==> src/rtl/secure_key_sib_if.sv <==
// Scan-path bundle between an IJTAG parent network and a secure_key_sib.
// The master side drives scan data and enables; the slave side is the SIB.
interface secure_key_sib_if #(
  parameter int MAX_FAIL = 3
);
  localparam int CNT_W = $clog2(MAX_FAIL + 1);

  logic             SI;
  logic             FromSO;
  logic             ShiftEN;
  logic             CaptureEN;
  logic             UpdateEN;
  logic             Select;
  logic             SO;
  logic             ToSI;
  logic             ToSelect;
  logic             Locked;
  logic [CNT_W-1:0] FailCnt;

  modport master (
    output SI, FromSO, ShiftEN, CaptureEN,
    output UpdateEN, Select,
    input  SO, ToSI, ToSelect, Locked, FailCnt
  );

  modport slave (
    input  SI, FromSO, ShiftEN, CaptureEN,
    input  UpdateEN, Select,
    output SO, ToSI, ToSelect, Locked, FailCnt
  );
endinterface

==> src/rtl/secure_key_sib.sv <==
// Key-protected SIB: an in-chain key register must match KEY on update
// to open the sub-segment; MAX_FAIL mismatches lock it until reset.
module secure_key_sib #(
  parameter int              KEY_W    = 8,
  parameter logic [KEY_W-1:0] KEY     = KEY_W'('hA5),
  parameter int              MAX_FAIL = 3,
  parameter int              CNT_W    = $clog2(MAX_FAIL + 1)
) (
  input logic           Clock,
  input logic           RstBar,
  secure_key_sib_if.slave bus
);

  localparam logic [CNT_W-1:0] CNT_MAX = CNT_W'(MAX_FAIL);

  logic [KEY_W-1:0] r_key_sr;
  logic             r_sib;
  logic             r_open;
  logic             r_locked;
  logic [CNT_W-1:0] r_fail;

  logic [KEY_W-1:0] w_key_nxt;
  logic [KEY_W-1:0] w_key_shift;
  logic             w_sib_nxt;
  logic             w_open_nxt;
  logic             w_locked_nxt;
  logic [CNT_W-1:0] w_fail_nxt;
  logic [CNT_W-1:0] w_fail_inc;
  logic             w_cap;
  logic             w_shift;
  logic             w_upd;
  logic             w_match;

  // Capture beats shift beats update; only one ever acts.
  assign w_cap   = bus.Select & bus.CaptureEN;
  assign w_shift = bus.Select & bus.ShiftEN
                 & ~bus.CaptureEN;
  assign w_upd   = bus.Select & bus.UpdateEN
                 & ~bus.CaptureEN & ~bus.ShiftEN;

  assign w_match    = (r_key_sr == KEY);
  assign w_fail_inc = r_fail + CNT_W'(1);

  generate
    if (KEY_W == 1) begin : g_key1
      assign w_key_shift = bus.SI;
    end else begin : g_keyn
      assign w_key_shift = {bus.SI, r_key_sr[KEY_W-1:1]};
    end
  endgenerate

  always_ff @(posedge Clock) begin
    if (!RstBar) begin
      r_key_sr <= '0;
      r_sib    <= 1'b0;
      r_open   <= 1'b0;
      r_locked <= 1'b0;
      r_fail   <= '0;
    end else begin
      r_key_sr <= w_key_nxt;
      r_sib    <= w_sib_nxt;
      r_open   <= w_open_nxt;
      r_locked <= w_locked_nxt;
      r_fail   <= w_fail_nxt;
    end
  end

  always_comb begin
    w_key_nxt    = r_key_sr;
    w_sib_nxt    = r_sib;
    w_open_nxt   = r_open;
    w_locked_nxt = r_locked;
    w_fail_nxt   = r_fail;
    unique case (1'b1)
      w_cap: begin
        // Only the lock flag is observable; the key never leaks.
        w_sib_nxt = r_open;
        w_key_nxt = KEY_W'(r_locked);
      end
      w_shift: begin
        w_key_nxt = w_key_shift;
        w_sib_nxt = r_open ? bus.FromSO : r_key_sr[0];
      end
      w_upd: begin
        w_key_nxt = '0;
        if (r_locked) begin
          w_open_nxt = 1'b0;
        end else if (w_match) begin
          w_open_nxt = r_sib;
          w_fail_nxt = '0;
        end else begin
          w_open_nxt = 1'b0;
          if (r_fail != CNT_MAX)
            w_fail_nxt = w_fail_inc;
          if (w_fail_inc == CNT_MAX)
            w_locked_nxt = 1'b1;
        end
      end
      default: ;
    endcase
  end

  assign bus.SO       = r_sib;
  assign bus.ToSI     = r_key_sr[0];
  assign bus.ToSelect = r_open & bus.Select;
  assign bus.Locked   = r_locked;
  assign bus.FailCnt  = r_fail;

endmodule

==> src/flat_wrapper.sv <==
// flat-port wrapper written by rule: the top's interface ports become plain ports
module secure_key_sib_flat 
#(
  parameter int              KEY_W    = 8,
  parameter logic [KEY_W-1:0] KEY     = KEY_W'('hA5),
  parameter int              MAX_FAIL = 3,
  parameter int              CNT_W    = $clog2(MAX_FAIL + 1)
)
  (Clock, RstBar, bus_SI, bus_FromSO, bus_ShiftEN, bus_CaptureEN, bus_UpdateEN, bus_Select, bus_SO, bus_ToSI, bus_ToSelect, bus_Locked, bus_FailCnt);
  secure_key_sib_if #(.MAX_FAIL(MAX_FAIL)) bus_i ();
  input logic Clock;
  input logic RstBar;
  input wire logic [$bits(bus_i.SI)-1:0] bus_SI;
  input wire logic [$bits(bus_i.FromSO)-1:0] bus_FromSO;
  input wire logic [$bits(bus_i.ShiftEN)-1:0] bus_ShiftEN;
  input wire logic [$bits(bus_i.CaptureEN)-1:0] bus_CaptureEN;
  input wire logic [$bits(bus_i.UpdateEN)-1:0] bus_UpdateEN;
  input wire logic [$bits(bus_i.Select)-1:0] bus_Select;
  output wire logic [$bits(bus_i.SO)-1:0] bus_SO;
  output wire logic [$bits(bus_i.ToSI)-1:0] bus_ToSI;
  output wire logic [$bits(bus_i.ToSelect)-1:0] bus_ToSelect;
  output wire logic [$bits(bus_i.Locked)-1:0] bus_Locked;
  output wire logic [$bits(bus_i.FailCnt)-1:0] bus_FailCnt;
  assign bus_i.SI = bus_SI;
  assign bus_i.FromSO = bus_FromSO;
  assign bus_i.ShiftEN = bus_ShiftEN;
  assign bus_i.CaptureEN = bus_CaptureEN;
  assign bus_i.UpdateEN = bus_UpdateEN;
  assign bus_i.Select = bus_Select;
  assign bus_SO = bus_i.SO;
  assign bus_ToSI = bus_i.ToSI;
  assign bus_ToSelect = bus_i.ToSelect;
  assign bus_Locked = bus_i.Locked;
  assign bus_FailCnt = bus_i.FailCnt;
  secure_key_sib #(.KEY_W(KEY_W), .KEY(KEY), .MAX_FAIL(MAX_FAIL), .CNT_W(CNT_W)) u_core (.Clock(Clock), .RstBar(RstBar), .bus(bus_i));
endmodule
==> config.mk <==
export PLATFORM = sky130hd
export DESIGN_NAME = secure_key_sib_flat
export DESIGN_NICKNAME = d
export VERILOG_FILES = /design/src/rtl/secure_key_sib_if.sv /design/src/rtl/secure_key_sib.sv /design/src/flat_wrapper.sv
export SDC_FILE = /design/constraint.sdc
export NUM_CORES = 1
export LEC_CHECK = 0
export CAP_MARGIN = 20
export CORE_AREA = 2 2 39 41
export DETAILED_ROUTE_END_ITERATION = 8
export DIE_AREA = 0 0 41 43
export PLACE_DENSITY = 0.76
export SKIP_LAST_GASP = 1
export SYNTH_ARGS = -nofsm -noshare
export SYNTH_HDL_FRONTEND = slang
export SYNTH_SLANG_ARGS = --single-unit
==> constraint.sdc <==
create_clock -name Clock -period 2.5 [get_ports Clock]
set_input_delay 0.25 -clock Clock [delete_from_list [all_inputs] [get_ports Clock]]
set_output_delay 0.25 -clock Clock [all_outputs]
set_load 0.1 [all_outputs]
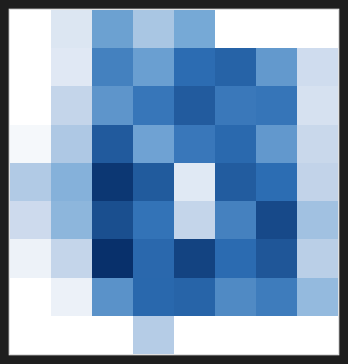
Run 1: local utilization
(8 px per µm) The die is cut into 8 by 9 equal tiles; white is low, dark blue is high, 0 to 100% covered.
mean over tiles = 44%
emptiest ninth of the die = bottom left
nearly empty tiles = 19%
tiles over 75% full = 25%
placeable core region: 1384 µm²
Core Density at Floorplan: 45.66%
fin util: 57.32%

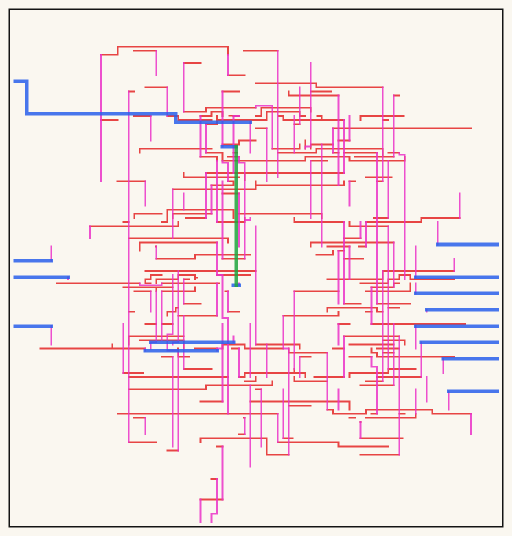
Run 1: routed metal, one colour a layer
(12 px per µm)
met3 -> blue  # wire length 93.6 µm
met4 -> green  # wire length 11.6 µm
met1 -> red  # wire length 582 µm
met2 -> magenta  # wire length 475 µm
vias after detailed routing: 534
routed length per instance: 11.86 µm
Final Routed Wirelength: 1162 µm

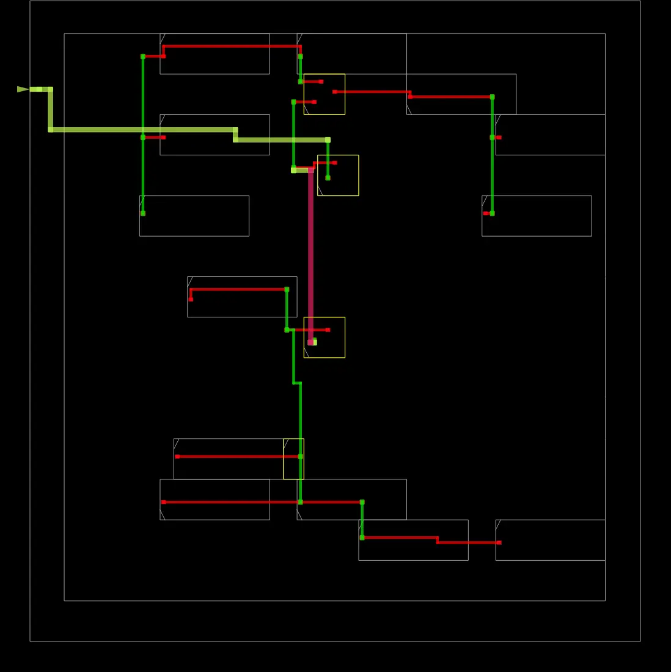
Run 1: clock wiring as the flow saved it
number of flip-flops and latches: 13
clock group power: 0.125 mW
final clock skew: 0.005861 ns

==> run notes, run 1 <==
The flow ran to the end, and the final reports show no timing, DRC or antenna violations. After technology mapping, the gate count stands at 66. The number of cells reported by Yosys stat comes to 66. TritonCTS built the clock tree.

The global placement routability congestion came out at 0.6571. The critical path maximum fanout is 6. By instance count after routing, the leading logic cell types are sky130_fd_sc_hd__dfxtp_1, sky130_fd_sc_hd__a22oi_1, sky130_fd_sc_hd__nor2b_1, sky130_fd_sc_hd__clkdlybuf4s50_1, sky130_fd_sc_hd__buf_4. Relative to the synthesized area, the layout overhead comes to 25.54%.

The power density relative to cell area was 482.5 nW/µm². After the last flow step, the layout net total stands at 93. The fraction of cell area in sequential cells is reported as 32.81%. In this run the most critical hold path is launched from u_core.r_open. Capture point of the critical path: u_core.bus.FailCnt[1].

With the cell row count at 14, the relative contribution of the clock network to total power is 32.6%. The analysis attributes to cell leakage a power of 0.2739 nW. For this run, the final setup violation count is recorded as 0. Leaving out the clock tree, the finished layout contains an inverter count of 2.

The final layout report lists a clock buffer count of 4. The number of warnings reported in the stage logs is 27. The run gives 55.1% as the register share of total power.

The endpoint identified for the worst register-to-register timing path is u_core.bus.FailCnt[1]. Summed over all instances, the cell type with the most area after synthesis is sky130_fd_sc_hd__dfxtp_1. For reference, the clock transition at the flip-flops on the worst setup and hold paths is 0.08 ns.

The class of the most critical setup path was reg2reg. The number of antenna violations at the first check in global routing is 0. The logs give 0 for the count of hold buffers inserted by post-cts repair and 0 for the remaining design rule violation count. The tools report the sink of the worst hold path as u_core.r_open.

The critical register-to-register path startpoint was u_core.r_key_sr[1]. The chip footprint is 1763 µm². The data arrival time reported for the critical path is 1.80 ns. The area of all sequential standard cells is 260.3 µm².

49 cells are multi-input combinational gates. The switching portion of total power was 23.93%. The worst VDD IR drop from the latest analysis is 0.2301 mV. The first detailed-routing pass ran for 4 iterations.

In this run, post-CTS repair resized a total of 0 instances. Logged for this run, the post-placement worst setup slack is 0.7998 ns. The run gives 14 as the largest net degree at the start of global routing. By area the synthesized netlist is led by sky130_fd_sc_hd__dfxtp_1, sky130_fd_sc_hd__a22oi_1, sky130_fd_sc_hd__nor2b_1, sky130_fd_sc_hd__o21a_1, sky130_fd_sc_hd__ha_1. The post-detailed-route via-to-cell ratio was 5.449. Counting plain and timing-repair buffers in the layout gives 14. The warning tally printed by Yosys for this design is 0. In this run the cell area of the synthesized design comes to 631.9 µm². Looking at the max-slew report, the worst-margin pin has a slew of 0.3720 ns. The horizontal die dimension reported for this design is 41 µm. In this run, CTS created clock tree buffers numbering 3. Checking max transition, the worst relative margin is 75.02%.

For flop-to-flop paths, the worst setup slack is 0.87 ns. The die is 43 µm tall. The later pin in the worst-skew pair is clocked with a latency of 0.27 ns. After legalization and detailed placement, the total HPWL measured 813.9 µm.

Of the cells placed in the final design, the portion with a size suffix greater than 1 is 15.85%. Area share of buffers outside the clock network: 15.46%. For this run, the number of standard cells in the final layout without fillers is 98.

In the final layout, the fill cell count is 139. The antenna violation net count after detailed routing came out at 0. Setup repair after global routing left no endpoint under its margin. The run gives 0.55 ns for the delay of the slowest cell on the worst path. The worst setup path is launched from a flop. The number of different library cells used by synthesis comes to 23. The worst hold path class is reg2reg. The time the worst path needs with I/O delays and setup is 1.629 ns, and the total congestion overflow after global routing is 0. The highest clock frequency the design can meet was 0.6139 GHz. Final instance area: 793.3 µm². The run gives 13 for the number of port buffers.

Endpoints failing hold in the final report were tallied at 0. Per the synth log, the flip-flop and latch total comes to 13. The most common library cell in the layout ignoring fill and taps was sky130_fd_sc_hd__dfxtp_1. Per STA, the worst path is made up of or4b_4, nor4_4, o2bb2ai_1, o21a_1.

The run gives 2.67 ns as the required time at the endpoint of the critical path. With the sequential power at 0.211 mW, the sequential-to-total area share from yosys stat is 41.19%. For this floorplan the total number of well-tap instances is 16. Ranked by power, first place goes to registers. The start point of the critical path was u_core.r_key_sr[1]. Post-route worst hold slack: 0.5081 ns.

The logs give 15 for the initial detailed-routing violation count and 0.0469 mW for the combinational group power. The global routing report lists combined usage of all routing layers as 14.42%. 0 antenna diodes ended up in the layout.

The highest-delay cell along the critical path was sky130_fd_sc_hd__or4b_4. The clock net in this run drives a total of 13 sinks. The tools report the capturing element type of the critical path as a flop. After layout, the design draws a total of 0.3827 mW.

In the final layout, the multi-input gates occupy 356.6 µm². By area, logic gates come first. The number of levels in the clock H-tree was 1. The post-placement cell area is 767.0 µm². The tools report the aggregate negative setup slack as 0 ns. Worst setup margin: 0.8711 ns. The final critical path takes up 65.16% of the cycle.

In this run, placement finished with an instance count of 94. The clock tree root buffer cell is sky130_fd_sc_hd__clkbuf_4. The worst register-to-register path depth is 4. The synthesized design devotes to its leading area cell type 41.19% of total area. The final count of pins violating max slew is 0.

The hold path depth was 2. Relative area of clock buffers and inverters in the final design: 3.312%. Pin placement for this block handled 14 I/O pins. The longest clock path from root to sink contains 2 buffers. The run reported a max-capacitance violation count of 0. The run gives 0.2911 mW for the cell-internal power. The first global-routing pass estimated 1731 µm of wire. The buffer count from post-CTS setup fixing is 0.

Per the OpenROAD power report, switching power amounts to 0.09159 mW. The per-instance average area after synthesis was 9.574 µm²; the net count entering floorplan was 76. The number of global-route vias before repair is 430. According to the Yosys statistics, the synthesized design has a chip area of 631.9 µm². The multi-input gate share of total cell area is 44.95%, and the portion of total power attributed to combinational logic is 12.3%.
[run 1: kinds of logic after synthesis]
kind of cell	synth area share, %
flip-flops	41.19
buffers and inverters	2.377
adder cells (fa/ha/maj)	3.960
AND/OR/NAND/NOR	29.11
AND-OR/OR-AND	23.37
[run 1: per-layer routing]
metal	GRT usage [%]	share of wire (%)
met1	19.87	50
met2	20.00	41
met3	3.141	8.0
met4	8.000	0.95
met5	0	0
[run 1: critical path: cells and delay by family (launching register included)]
kind             cells  cell delay (ns)
AND-OR/OR-AND        2             0.29
flip-flops           1             0.33
AND/OR/NAND/NOR      2             0.92
[run 1: cell usage after synthesis]
cell and instances:
sky130_fd_sc_hd__nor2b_1 8, sky130_fd_sc_hd__and4bb_2 1, sky130_fd_sc_hd__a22oi_1 8, sky130_fd_sc_hd__and3b_1 1, sky130_fd_sc_hd__clkbuf_1 2, sky130_fd_sc_hd__dfxtp_1 13
sky130_fd_sc_hd__nand2b_1 2, sky130_fd_sc_hd__o21ai_0 3, sky130_fd_sc_hd__nand4b_1 1, sky130_fd_sc_hd__inv_1 2, sky130_fd_sc_hd__or4b_4 1, sky130_fd_sc_hd__nand2_1 6
sky130_fd_sc_hd__nor4_4 1, sky130_fd_sc_hd__nand4bb_1 1, sky130_fd_sc_hd__ha_1 2, sky130_fd_sc_hd__o31ai_1 1, sky130_fd_sc_hd__a21boi_1 1, sky130_fd_sc_hd__nor2_1 1
sky130_fd_sc_hd__nor4_1 2, sky130_fd_sc_hd__and2_1 1, sky130_fd_sc_hd__o2bb2ai_1 2, sky130_fd_sc_hd__a21oi_1 2, sky130_fd_sc_hd__o21a_1 4
[run 1: state kept, by name, indices dropped and copies added (netlist names)]
signal,count
u_core.bus.Locked,1
u_core.bus.SO,1
u_core.r_key_sr,8
u_core.r_open,1
u_core.bus.FailCnt,2
## Run 2: what changed since run 1
CORE_AREA = unset   (was 2 2 39 41)
CORE_MARGIN = 2   (was unset)
CORE_UTILIZATION = 42   (was unset)
DIE_AREA = unset   (was 0 0 41 43)
PLACE_DENSITY = 0.71   (was 0.76)
clock period = 1.39 ns   (was 2.5 ns; I/O delays follow)
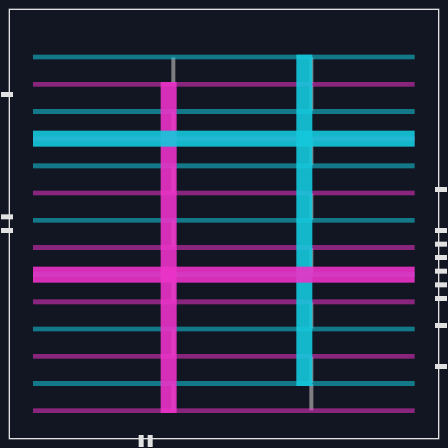
Run 2: PDN straps and rails
(10 px per µm) Pins as bars on the die edge. Tap cells in grey.
VSS -> magenta
VDD -> cyan
signal pins = 14
met4 straps = 2
tap cells = 15
met5 straps = 2
height of the die: 42.79 µm
largest voltage drop on the vdd net: 0.7022 mV
die extent in x: 42.79 µm
placeable core region: 1350 µm²

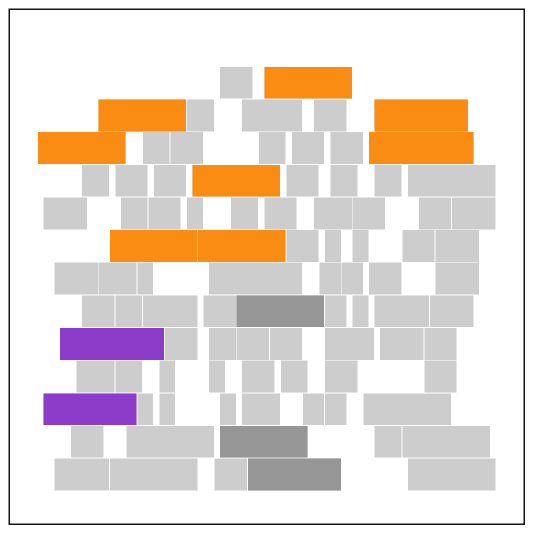
Run 2: sequential cells coloured by netlist name
(12 px per µm)
`u_core.r_key_sr` -> orange  # placed flops 8
`u_core.bus.FailCnt` -> purple  # placed flops 2
fin util: 69.51%
area occupied by registers: 271.5 µm²
fraction of area in registers: 28.93%
seq pwr: 0.378 mW

==> run notes, run 2 <==
The tools report the maximum buffer depth of the clock tree as 2 (unchanged). The cell with the most instances after synthesis was sky130_fd_sc_hd__dfxtp_1 (unchanged). The run gives 1.55 ns (was 2.67 ns) as the required time at the endpoint of the critical path. Cell area leaders: sky130_fd_sc_hd__dfxtp_1, sky130_fd_sc_hd__a22oi_1, sky130_fd_sc_hd__nor2b_1, sky130_fd_sc_hd__o21a_1, sky130_fd_sc_hd__ha_1 (unchanged). With the count of warning messages emitted by the tools at 30 (was 27), the post-synthesis instance area is 631.9 µm² (unchanged).

The checks that failed: setup timing. The run gives 0 (unchanged) for the antenna violation net count after detailed routing. The per-instance average area after synthesis is 9.574 µm² (unchanged), and the max-cap violation count is 0 (unchanged).

For the reg-to-reg setup timing slack, the log shows -0.11 ns (was 0.87 ns). The startpoint type of the worst setup path is a flop (unchanged). The capture instance of the worst register-to-register path was u_core.bus.FailCnt[1] (unchanged).

The layout cell share with drive strength beyond 1 is 28.89% (was 15.85%). Setup repair after global routing could not meet its margin everywhere. The tools report the startpoint of the worst hold path as u_core.r_open (unchanged).

Number of clock sinks seen by CTS: 13 (unchanged). Most common logic cells in the final layout: sky130_fd_sc_hd__buf_4, sky130_fd_sc_hd__a22oi_1, sky130_fd_sc_hd__nor2b_1, sky130_fd_sc_hd__dfxtp_1, sky130_fd_sc_hd__clkdlybuf4s50_1 (was sky130_fd_sc_hd__dfxtp_1, sky130_fd_sc_hd__a22oi_1, sky130_fd_sc_hd__nor2b_1, sky130_fd_sc_hd__clkdlybuf4s50_1, sky130_fd_sc_hd__buf_4). For the worst setup margin, the log shows -0.1135 ns (was 0.8711 ns). Share of synthesized cell area in and, or, nand and nor gates: 29.11% (unchanged).

The run gives 0.08 ns (about the same) for the clock-pin slew on the worst setup and hold paths. The run gives 101 (was 93) for the post-layout net count. With the flip-flop count of the largest register after layout at 8 (unchanged), the area of the multi-input gates is 356.6 µm² (unchanged). Start point of the critical path: u_core.r_key_sr[1] (unchanged). Capture point of the critical path: u_core.bus.FailCnt[1] (unchanged). The logs give 76 (unchanged) for the net count entering floorplan and 503 (was 430) for the number of global-route vias before repair. The area fraction in full adders, half adders and majority gates was 3.960% (unchanged); the area growth from synthesis to layout was 48.51% (was 25.54%). The synthesized chip area reported by yosys was 631.9 µm² (unchanged); the count of hold buffers inserted by post-cts repair was 0 (unchanged). The number of port buffers is 13 (unchanged), and the number of synthesis warnings is 0 (unchanged). The tools report the remaining design rule violation count as 0 (unchanged). The total congestion overflow after global routing was 0 (unchanged); the number of I/O pins was 14 (unchanged). The run gives 1 (unchanged) as the number of levels in the clock H-tree. The post-synthesis sequential element count was 13 (unchanged); the count of placed standard cells in the final layout, fillers left out was 105 (was 98). The mux contribution to synthesized area was 0% (unchanged); the chip footprint was 1831 µm² (was 1763 µm²). The logs give 938.4 µm² (was 793.3 µm²) for the final instance area and 66 (unchanged) for the cell count after synthesis.

The most common library cell in the layout ignoring fill and taps is sky130_fd_sc_hd__buf_4 (was sky130_fd_sc_hd__dfxtp_1). With the global placement routability congestion at 0.7212 (was 0.6571), the number of CTS-inserted buffers is 3 (unchanged). The highest clock frequency the design can meet is 0.6651 GHz (was 0.6139 GHz), and the largest net degree at the start of global routing is 14 (unchanged). The tools report the global routing usage summed across all routing layers as 15.60% (was 14.42%). The run gives 74.63% (was 75.02%) as the worst slew margin relative to its limit. The run gives 750.2 nW/µm² (was 482.5 nW/µm²) for the power density relative to cell area. The class of the most critical setup path is reg2reg (unchanged). With the initial core utilization at 46.80% (was 45.66%), the hold path depth is 2 (unchanged).

The largest driver fanout on the critical path came out at 6 (unchanged). The largest combinational cell category by area was simple AND/OR/NAND/NOR gates (unchanged). Clock latency at the later pin of the worst-skew pair: 0.27 ns (about the same).

The final count of pins violating max slew was 0 (unchanged); the fraction of synthesized cell area in xor and xnor cells was 0% (unchanged). The slew at the pin closest to its max-slew limit was 0.3793 ns (was 0.3720 ns). The run finished, with violations left.

The run gives 0.7040 mW (was 0.3827 mW) as the sum of internal, switching and leakage power. The flip-flop cell with the highest count after synthesis is sky130_fd_sc_hd__dfxtp_1 (unchanged). Commonest cells in the netlist: sky130_fd_sc_hd__dfxtp_1, sky130_fd_sc_hd__a22oi_1, sky130_fd_sc_hd__nor2b_1, sky130_fd_sc_hd__nand2_1, sky130_fd_sc_hd__o21a_1 (unchanged).

The run gives 13 (was 14) as the cell row count. The tools report the number of vias in the routed layout as 579 (was 534). Cell type contributing the most total cell area after synthesis: sky130_fd_sc_hd__dfxtp_1 (unchanged). The placed cell area came out at 903.4 µm² (was 767.0 µm²). The logs give 123 (was 139) for the layout filler cell count and 1259 µm (was 1162 µm) for the total detailed-routing wirelength. The pre-CTS setup slack was -0.1535 ns (was 0.7998 ns); the share of the synthesized area in the top cell type was 41.19% (unchanged).

Global-route wire length before repair: 2166 µm (was 1731 µm). The critical register-to-register path startpoint is u_core.r_key_sr[1] (unchanged). TritonCTS built the clock tree. The tools report the sequential-to-total area share from yosys stat as 41.19% (unchanged).

With the routed length per placed instance at 11.99 µm (was 11.86 µm), the AND-OR/OR-AND share of the synthesized area is 23.37% (unchanged). The portion of the clock cycle consumed by the worst path in the final layout is 108.2% (was 65.16%), and the post-detailed-route via-to-cell ratio is 5.514 (was 5.449). The run gives 0 (unchanged) for the number of antenna repair diodes. The run gives 0% (unchanged) for the async set-or-reset flop fraction in the synthesized netlist.

The worst hold path class was reg2reg (unchanged). The capturing element type of the critical path is a flop (unchanged). For the post-route worst hold slack, the log shows 0.5053 ns (was 0.5081 ns).

The aggregate negative setup slack is -0.3540 ns (was 0 ns), and the hold violation total from the final report is 0 (unchanged). The run gives 4 (was 0) as the final-report setup violation count. The run gives 919.9 µm (was 813.9 µm) as the sum of net half-perimeters after detailed placement. The worst path arrival time was 1.67 ns (was 1.80 ns); the post-placement cell count was 100 (was 94).

For the post-route clock skew, the log shows 0.002249 ns (was 0.005861 ns). The register name with the most flops was u_core.r_key_sr (unchanged). With the initial detailed-routing violation count at 19 (was 15), the time the worst path needs with I/O delays and setup is 1.504 ns (was 1.629 ns).

The number of detailed-routing iterations run before antenna repair was 4 (unchanged). The run gives 66 (unchanged) for the cell count listed in synth_stat.txt. The static leakage is 0.3354 nW (was 0.2739 nW), and the depth of the most critical reg-to-reg path is 5 (was 4). The number of different library cells in the post-synthesis netlist came out at 23 (unchanged).

The count of library flops with an enable pin works out to 0 (unchanged). Sink of the worst hold path: u_core.r_open (unchanged). The clock tree root buffer cell is sky130_fd_sc_hd__clkbuf_4 (unchanged).

The run gives 0 (unchanged) as the number of antenna violations at the first check in global routing.
==> run 2: area by class of cell <==
type | count | area share [%]
inverters | 2 | 0.8000
flip-flops and latches | 13 | 28.93
multi-input cells | 49 | 38.00
well taps | 15 | 2.000
clock buffers | 4 | 2.800
repair buffers | 22 | 27.47
==> run 2: cells by family after synthesis <==
group / count (synthesis)
AND-OR/OR-AND: 21
flip-flops: 13
AND/OR/NAND/NOR: 26
adder cells (fa/ha/maj): 2
buffers and inverters: 4
==> run 2: worst max-delay path, cell delays in order (launching register included) <==
cell	delay (ns)
sky130_fd_sc_hd__dfxtp_1	0.32
sky130_fd_sc_hd__or4b_4	0.54
sky130_fd_sc_hd__nor4_4	0.13
sky130_fd_sc_hd__buf_4	0.17
sky130_fd_sc_hd__o2bb2ai_1	0.06
sky130_fd_sc_hd__o21a_1	0.17
==> run 2: power by group <==
part           total [mW]  leakage (nW)  internal [mW]  switching [mW]
registers           0.378         0.108          0.373         0.00500
clock network       0.227        0.0150          0.111           0.116
logic              0.0998         0.212         0.0503          0.0495
total               0.704         0.335          0.534           0.170
==> run 2: repair_timing <==
| item | in CTS | in global routing |
|---|---|---|
| resized | 0 | 1 |
| pin swaps | 1 | 0 |
| setup endpoints to repair | 4 | 4 |
| buffers inserted | 1 | 0 |
| endpoints found under the hold margin | 0 | 0 |
==> run 2: per-layer routing <==
metal	up-vias	global-route usage (%)	routed length, µm
met4	0	9.375	14
met1	273	20.73	603
met2	12	21.82	573
met3	2	4.681	68
li1	292	-	-
met5	-	0	0
## Run 3: what changed since run 2
CORE_UTILIZATION = 30   (was 42)
PLACE_DENSITY = unset   (was 0.71)
SETUP_SLACK_MARGIN = 0.4   (was unset)
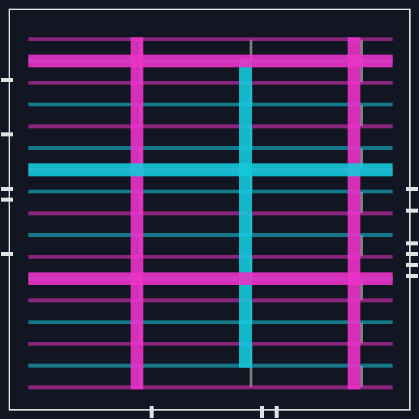
Run 3: PDN straps and rails
(8 px per µm) Pins as bars on the die edge. Tap cells in grey.
VSS -> magenta
VDD -> cyan
signal pins = 14
met1 rails = 17
largest voltage drop on the vdd net: 0.5087 mV
placeable core region: 1982 µm²

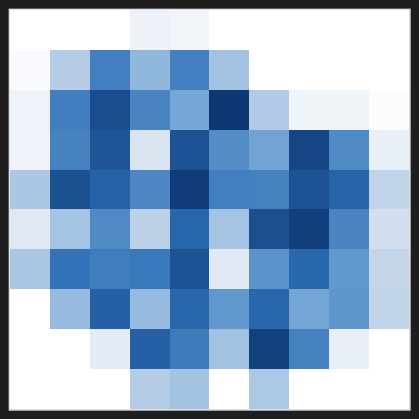
Run 3: local utilization
(8 px per µm) The die is cut into 10 by 10 equal tiles; white is low, dark blue is high, 0 to 100% covered.
mean over tiles = 40%
nearly empty tiles = 24%
emptiest ninth of the die = top right
tiles over 75% full = 20%
fullest tile = 97%
Core Density at Floorplan: 31.88%
fin util: 51.83%

==> run notes, run 3 <==
The tools report the net count entering floorplan as 76 (unchanged). The capture instance of the worst register-to-register path is u_core.bus.FailCnt[0] (was u_core.bus.FailCnt[1]). The run gives 41.19% (unchanged) for the sequential-to-total area share from yosys stat.

With the largest driver fanout on the critical path at 6 (unchanged), the clock latency at the later pin of the worst-skew pair is 0.27 ns (about the same). The run gives 1027 µm² (was 938.4 µm²) for the final instance area. The sum of internal, switching and leakage power was 0.7153 mW (was 0.7040 mW); the global-route wire length before repair was 2387 µm (was 2166 µm). The number of synthesis warnings was 0 (unchanged). Cell area leaders: sky130_fd_sc_hd__dfxtp_1, sky130_fd_sc_hd__a22oi_1, sky130_fd_sc_hd__nor2b_1, sky130_fd_sc_hd__o21a_1, sky130_fd_sc_hd__ha_1 (unchanged). Async set-or-reset flop fraction in the synthesized netlist: 0% (unchanged).

The post-route clock skew was 0.0005800 ns (was 0.002249 ns). The number of clock sinks seen by CTS was 13 (unchanged). The run gives 14 (unchanged) as the number of I/O pins. The register name with the most flops is u_core.r_key_sr (unchanged). Time the worst path needs with I/O delays and setup: 1.497 ns (was 1.504 ns).

The run gives 1.66 ns (was 1.67 ns) as the worst path arrival time. TritonCTS built the clock tree. The share of the synthesized area in the top cell type was 41.19% (unchanged). With the post-synthesis instance area at 631.9 µm² (unchanged), the global routing usage summed across all routing layers is 12.22% (was 15.60%). Slew at the pin closest to its max-slew limit: 0.3911 ns (was 0.3793 ns).

Most common logic cells in the final layout: sky130_fd_sc_hd__buf_4, sky130_fd_sc_hd__nor2b_1, sky130_fd_sc_hd__a22oi_1, sky130_fd_sc_hd__dfxtp_1 (was sky130_fd_sc_hd__buf_4, sky130_fd_sc_hd__a22oi_1, sky130_fd_sc_hd__nor2b_1, sky130_fd_sc_hd__dfxtp_1, sky130_fd_sc_hd__clkdlybuf4s50_1). The final count of pins violating max slew is 0 (unchanged). The tools report the total detailed-routing wirelength as 1343 µm (was 1259 µm). The post-detailed-route via-to-cell ratio is 4.901 (was 5.514), and the area growth from synthesis to layout is 62.58% (was 48.51%). The run gives 0 (unchanged) as the number of antenna violations at the first check in global routing.

The met2 demand-to-capacity share in global routing is 19.33% (was 21.82%). With the aggregate negative setup slack at -0.3205 ns (was -0.3540 ns), the worst setup margin is -0.1070 ns (was -0.1135 ns). The depth of the most critical reg-to-reg path is 5 (unchanged).

For the met1 track utilization from global routing, the log shows 15.68% (was 20.73%). For the antenna violation net count after detailed routing, the log shows 0 (unchanged). The tools report the count of hold buffers inserted by post-cts repair as 0 (unchanged).

The most used routing layer is met2 (unchanged). The highest-delay cell along the critical path was sky130_fd_sc_hd__or4b_4 (unchanged). The run gives 113 (was 100) as the post-placement cell count. The run gives 66 (unchanged) for the cell count listed in synth_stat.txt. The final-report setup violation count was 4 (unchanged).

With the post-synthesis sequential element count at 13 (unchanged), the pre-CTS setup slack is -0.1322 ns (was -0.1535 ns). The flow ran to the end, but the final reports show violations. The run gives 8 (unchanged) for the flip-flop count of the largest register after layout. The area of all sequential standard cells came out at 280.3 µm² (was 271.5 µm²).

Quantity of gates resized following cts: 14 (was 0). The count of warning messages emitted by the tools was 30 (unchanged); the number of detailed-routing iterations run before antenna repair was 4 (unchanged). The area of the multi-input gates was 379.1 µm² (was 356.6 µm²). The sink of the worst hold path is u_core.bus.FailCnt[0] (was u_core.r_open).

The delay of the slowest cell on the worst path is 0.54 ns (about the same), and the number of global-route vias before repair is 606 (was 503). The hold violation total from the final report is 0 (unchanged), and the count of placed standard cells in the final layout, fillers left out is 121 (was 105). With the number of levels in the clock H-tree at 1 (unchanged), the number of CTS-inserted buffers is 3 (unchanged). The tools report the number of antenna repair diodes as 0 (unchanged). The met3 demand-to-capacity share in global routing is 1.818% (was 4.681%), and the vertical die dimension is 49.90 µm (was 42.79 µm).

The run gives 23 (unchanged) as the number of different library cells in the post-synthesis netlist. Worst hold path class: in2reg (was reg2reg). Setup repair after global routing could not meet its margin everywhere. The total congestion overflow after global routing is 0 (unchanged). The run gives 66 (unchanged) for the cell count after synthesis. The hold path depth is 2 (unchanged), and the maximum buffer depth of the clock tree is 2 (unchanged). The sum of net half-perimeters after detailed placement was 954.8 µm (was 919.9 µm).

The required time at the endpoint of the critical path came out at 1.56 ns (was 1.55 ns). Startpoint type of the worst setup path: a flop (unchanged). The synthesized chip area reported by yosys came out at 631.9 µm² (unchanged). Capturing element type of the critical path: a flop (unchanged).

The remaining design rule violation count was 0 (unchanged). Critical path, cell by cell: or4b_4, nor4_4, buf_4, o2bb2ai_1, o21a_1 (unchanged). The run gives 16 (was 13) as the cell row count. The clock tree root buffer cell was sky130_fd_sc_hd__clkbuf_4 (unchanged). The max-cap violation count came out at 0 (unchanged). The logs give 14 (unchanged) for the largest net degree at the start of global routing and -0.11 ns (about the same) for the reg-to-reg setup timing slack.

Critical register-to-register path startpoint: u_core.r_key_sr[1] (unchanged). Per-instance average area after synthesis: 9.574 µm² (unchanged). The most common library cell in the layout ignoring fill and taps is sky130_fd_sc_hd__buf_4 (unchanged).

The cell type contributing the most total cell area after synthesis was sky130_fd_sc_hd__dfxtp_1 (unchanged). The global placement routability congestion was 0.7698 (was 0.7212). The chip footprint was 2490 µm² (was 1831 µm²); the horizontal die dimension was 49.90 µm (was 42.79 µm). The tools report the buffer count from post-CTS setup fixing as 4 (was 1). The number of vias in the routed layout was 593 (was 579).

Commonest cells in the netlist: sky130_fd_sc_hd__dfxtp_1, sky130_fd_sc_hd__a22oi_1, sky130_fd_sc_hd__nor2b_1, sky130_fd_sc_hd__nand2_1, sky130_fd_sc_hd__o21a_1 (unchanged). With the initial detailed-routing violation count at 5 (was 19), the layout filler cell count is 191 (was 123). The run gives 11.10 µm (was 11.99 µm) for the routed length per placed instance.

The buffering stage count on the worst path with inverters included came out at 1 (unchanged). The post-route worst hold slack was 0.3007 ns (was 0.5053 ns). The power density relative to cell area was 696.3 nW/µm² (was 750.2 nW/µm²); the clock-pin slew on the worst setup and hold paths was 0.08 ns (about the same).

The class of the most critical setup path is reg2reg (unchanged). Layout cell share with drive strength beyond 1: 38.30% (was 28.89%). Flip-flop cell with the highest count after synthesis: sky130_fd_sc_hd__dfxtp_1 (unchanged). The run gives 0 (unchanged) for the count of library flops with an enable pin.

Startpoint of the worst hold path: RstBar (was u_core.r_open). The logs give 938.4 µm² (was 903.4 µm²) for the placed cell area and 105 (was 101) for the post-layout net count. For the worst slew margin relative to its limit, the log shows 73.88% (was 74.63%).

The highest clock frequency the design can meet is 0.6680 GHz (was 0.6651 GHz). The static leakage is 0.3783 nW (was 0.3354 nW), and the portion of the clock cycle consumed by the worst path in the final layout is 107.7% (was 108.2%). The cell with the most instances after synthesis was sky130_fd_sc_hd__dfxtp_1 (unchanged). The number of port buffers came out at 13 (unchanged). The category of cells accounting for the largest share of critical-path delay is simple AND/OR/NAND/NOR gates (unchanged). Violations in the final reports: setup timing (unchanged).
-- run 3: cell counts after synthesis --
Identical to the previous run, type by type.
-- run 3: area by class of cell --
| cell class | instances | share of cell area (%) |
|---|---|---|
| Tap cell | 27 | 3.289 |
| Clock buffer | 4 | 2.558 |
| Inverter | 2 | 0.7308 |
| Multi-Input combinational cell | 49 | 36.91 |
| Timing Repair Buffer | 26 | 29.23 |
| Sequential cell | 13 | 27.28 |
-- run 3: how the worst max path moves through the flow --
| stage | from | to | cells past startpoint | slack, ns |
|---|---|---|---|---|
| floorplan | u_core.r_key_sr[1] | u_core.bus.FailCnt[1] | 4 | -0.06 |
| finish | u_core.r_key_sr[1] | u_core.bus.FailCnt[0] | 5 | -0.11 |
| global placement | u_core.r_key_sr[1] | u_core.bus.FailCnt[1] | 4 | -0.11 |
| detailed placement | u_core.r_key_sr[1] | u_core.bus.FailCnt[1] | 4 | -0.13 |
| CTS | u_core.r_key_sr[1] | u_core.bus.FailCnt[0] | 5 | -0.11 |
| global route | u_core.r_key_sr[1] | u_core.bus.FailCnt[0] | 5 | -0.16 |
-- run 3: kinds of logic after synthesis --
logic type,count (synthesis),synth area share (%)
flip-flops,13,41.19
adder cells (fa/ha/maj),2,3.960
AND-OR/OR-AND,21,23.37
buffers and inverters,4,2.377
AND/OR/NAND/NOR,26,29.11
-- run 3: power by group --
group | switching (mW) | total, mW | internal, mW | leakage (nW)
Sequential | 0.00558 | 0.374 | 0.368 | 0.109
Combinational | 0.0563 | 0.114 | 0.0577 | 0.254
Clock | 0.117 | 0.227 | 0.111 | 0.0150
Total | 0.178 | 0.715 | 0.537 | 0.378
-- run 3: routing by layer --
metal / routed length [µm] / share of wire (%)
met1: 679 / 51
met5: 0 / 0
met4: 15 / 1.1
met2: 588 / 44
met3: 60 / 4.5
Power and IR drop assume default switching activity.
